**src/rtl/adder_unit.sv**
```systemverilog
// adder_unit: ripple-carry adder with combinational sum and a registered copy
module adder_unit #(
  parameter int WIDTH = 2
) (
  input  logic             clk,
  input  logic             rst,
  input  logic [WIDTH-1:0] A,
  input  logic [WIDTH-1:0] B,
  input  logic             cin,
  output logic [WIDTH-1:0] S,
  output logic             cout,
  output logic [WIDTH-1:0] S_q,
  output logic             cout_q
);
  logic [WIDTH:0] c;
  assign c[0] = cin;
  for (genvar i = 0; i < WIDTH; i++) begin : g_fa
    assign S[i]   = A[i] ^ B[i] ^ c[i];
    assign c[i+1] = (A[i] & B[i]) | (c[i] & (A[i] ^ B[i]));
  end
  assign cout = c[WIDTH];
  always_ff @(posedge clk or posedge rst) begin
    if (rst) begin
      S_q    <= '0;
      cout_q <= 1'b0;
    end else begin
      S_q    <= S;
      cout_q <= cout;
    end
  end
endmodule

```
**config.mk**
```make
export PLATFORM = sky130hd
export DESIGN_NAME = adder_unit
export DESIGN_NICKNAME = d
export VERILOG_FILES = /design/src/rtl/adder_unit.sv
export SDC_FILE = /design/constraint.sdc
export NUM_CORES = 1
export LEC_CHECK = 0
export CORE_AREA = 3 3 40 42
export DETAILED_ROUTE_END_ITERATION = 6
export DIE_AREA = 0 0 43 45
export GPL_TIMING_DRIVEN = 0
export HOLD_SLACK_MARGIN = 0.03
export PLACE_DENSITY = 0.47
export SYNTH_ARGS = -nofsm -noshare
export SYNTH_HDL_FRONTEND = slang
export SYNTH_SLANG_ARGS = --single-unit
```
**constraint.sdc**
```tcl
create_clock -name clk -period 2.5 [get_ports clk]
set_input_delay 0.625 -clock clk [delete_from_list [all_inputs] [get_ports clk]]
set_output_delay 0.625 -clock clk [all_outputs]
set_load 0.1 [all_outputs]
```
The metal 3 layer:
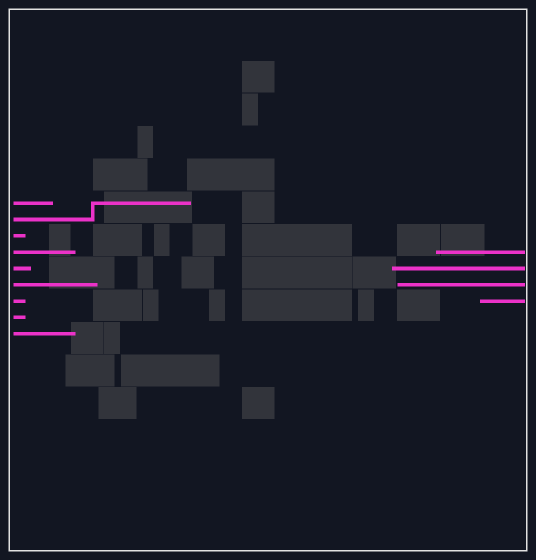
13 nets have wire on it. The layer carries 70.1 um of wire. The wires run mostly horizontal. The layer holds 17% of the routed length.
DRT Wirelength: 401 um
Global Route met3 Usage: 3.59%
routed vias: 143

Cell sizes after repair:
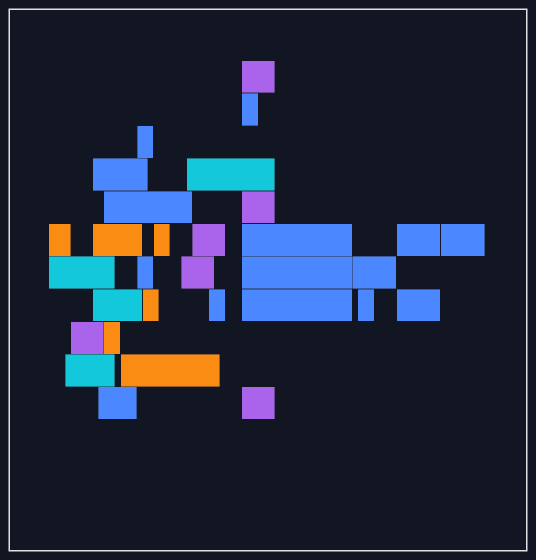
Key: x6 and larger = cyan [cells 4, share 13%, most used buf_6]; x3 and x4 = purple [cells 6, share 19%, most used clkbuf_4]; x1 and smaller = blue [cells 15, share 48%]; x2 = orange [cells 6, share 19%, most used inv_2]
Design Area, Final: 347 um2
setup ws final: -57.1 ps
Plain + repair buffers: 13

Clock distribution:
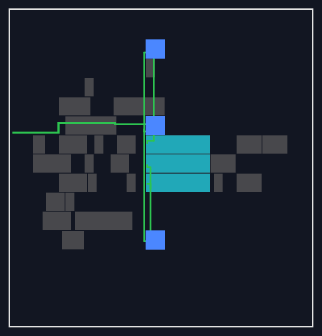
Key: clock-net drivers = blue [count 3]; clock wires = green [length 79.0 um]; flip-flops = cyan [count 3]
There are 4 routed clock nets.
Clk. pwr: 84.4 uW
Clock power frac: 26.9%

Supply network:
Pins as bars on the die edge. Tap cells in gray.
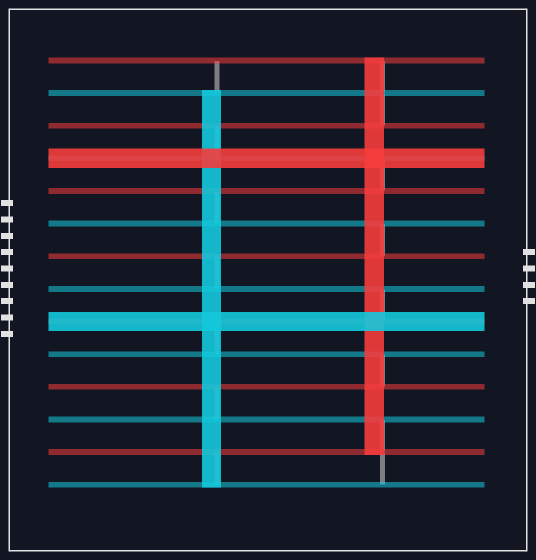
Key: VDD = red; VSS = cyan
13 signal pins sit on the boundary. 2 straps on met5. The core has 13 rows. 14 met1 rails follow the rows. 2 straps on met4.

==> results_dict.tcl <==
# metrics dict for downstream scripts
set metrics [dict create \
    drive_gt1_share_pct 51.6 \
    rows 13 \
    power_density_mw_per_mm2 904 \
    switching_share_pct 48.2 \
    hold_class "in2async" \
    drv_cap 0 \
    fill_cells 138 \
    clkTransAtPathRegs_ps 40 \
    synth_cells 14 \
    grt_overflow 0 \
    p_comb_share_pct 54.8 \
    worst_slack_ps -57.1 \
    cts-root-buf "clkbuf_4" \
    grt_first_pass_wirelength_um 669 \
    hold_violations 0 \
    yosys-stat-area_um2 149 \
    viasPerCell 3.11 \
    tool_warnings 29 \
    worst_setup_path_start_kind "primary input" \
    peakVddDrop_mv 0.351 \
    fmax_mhz 391 \
    fp.coreArea_mm2 0.00128 \
    netlist_area_um2 149 \
    status "complete, but fails checks" \
    seqPwrFrac_pct 18.3 \
    p_switching_uw 151 \
    rsz0062_at_grt "yes" \
    die_width_um 43 \
    numSynthFlops 3 \
    cts_made_buffers 3 \
    place_area_um2 295 \
    drt-initial-drc-count 0 \
    critPathLaunch "cin" \
    tritoncts "yes" \
    yosysWarnings 0 \
    violations "negative setup slack" \
    setup-violations-final 1 \
    maxSlewHeadroom_pct 35.3 \
    dr.pass1.iters 1 \
    syn_avg_cell_area_um2 10.6 \
    grt_use_total_pct 5.61 \
    seq_area_um2 75.1 \
    min_period_ps 2560 \
    finalMaxSlewViolations 0 \
    drcViolationCount 0 \
    combGateArea_um2 42.5 \
    critPathRequiredTime_ps 1880 \
    leakage_nw 0.174 \
    cts_sinks 3 \
    fp_util_pct 11.6 \
    final_cell_mix "inv_1, clkdlybuf4s50_1, dfrtp_1, inv_2, clkbuf_4" \
    area_growth_pct 133 \
    critPathCaptureType "output pin" \
    antenna_left 0 \
    worst_pin_slew_ps 968 \
    clk_path_buf_depth 2 \
    gp_congestion 0.688 \
    yosys.stat.seqShare_pct 50.4 \
    io_pins 13 \
    cp.arrival_ps 1930 \
    antennaDiodeCount 0 \
    path_class "in2out" \
    post-place-ws_ps -1410 \
    syn_nets 23 \
    holdWs_ps 561 \
    min_period_over_period_pct 102 \
    h-tree-depth 1 \
    grt_pass1_vias 172 \
    port_buffers 12 \
    die_y_um 45 \
    antenna_found_initial 0 \
    crit_fanout 2 \
    p_int_uw 162 \
]
-- path summary, 6_finish.rpt --
path                          end
max in group asynchronous  S_q[1]
max                          S[1]
min in group clk           S_q[0]
min                        S_q[0]
-- worst max-delay path, cell delays in order --
cell        delay, ps
buf_6              70
inv_2              30
fa_2              380
fa_1              540
clkinvlp_4        120
buf_12            170
-- registers in the layout, indices dropped and copies added (netlist names) --
name,count
S_q,2
cout_q,1
-- cell usage after synthesis --
master	count	area, um2
dfrtp_1	3	75.1
inv_1	9	33.8
fa_1	2	40.0
-- layer usage --
layer | vias up | wire length (um) | global-route usage [%]
li1 | 66 | - | -
met1 | 64 | 141 | 4.66
met3 | 0 | 70 | 3.59
met4 | 0 | 0 | 9.04
met2 | 13 | 189 | 7.19
met5 | - | 0 | 0
-- metrics by stage --
stage	TNS (ps)	utilization, %	instances	total power, mW
floorplan	-164	-	14	0.177
global placement	-3610	23.0	41	0.215
detailed placement	-3680	23.0	41	0.217
CTS	-89.0	26.3	46	0.319
global route	-97.7	27.0	46	0.330
finish	-57.1	27.0	46	0.313
-- repair_timing --
| action | in CTS | in global routing |
|---|---|---|
| resized | 35 | 3 |
| buffers inserted | 1 | 0 |
| setup endpoints to repair | 3 | 3 |
| hold endpoints to repair | 0 | 0 |
| pin swaps | 2 | 2 |
| hold buffers | 0 | 0 |
-- cell type report --
| class | count | area share (%) |
|---|---|---|
| multi-input cells | 2 | 12.3 |
| well taps | 15 | 5.42 |
| flip-flops and latches | 3 | 21.7 |
| inverters | 9 | 11.9 |
| repair buffers | 13 | 41.2 |
| clock buffers | 4 | 7.58 |
-- cells by family (layout without fill, tap and decap cells) --
family	count (synthesis)	in the layout	share of synthesized area, %
flops	3	3	50.4
fa+ha+maj	2	2	26.9
buf+inv	9	26	22.7
-- power groups by stage --
stage	combinational, mW	clock [mW]	sequential (mW)
3_3_place_gp	0.157	0	0.0577
4_1_cts	0.172	0.0901	0.0574
2_1_floorplan	0.0682	0	0.109
6_report	0.172	0.0844	0.0573
5_1_grt	0.177	0.0959	0.0579
3_5_place_dp	0.158	0	0.0580
No activity file was given, so power comes from the tool's default toggle rates.
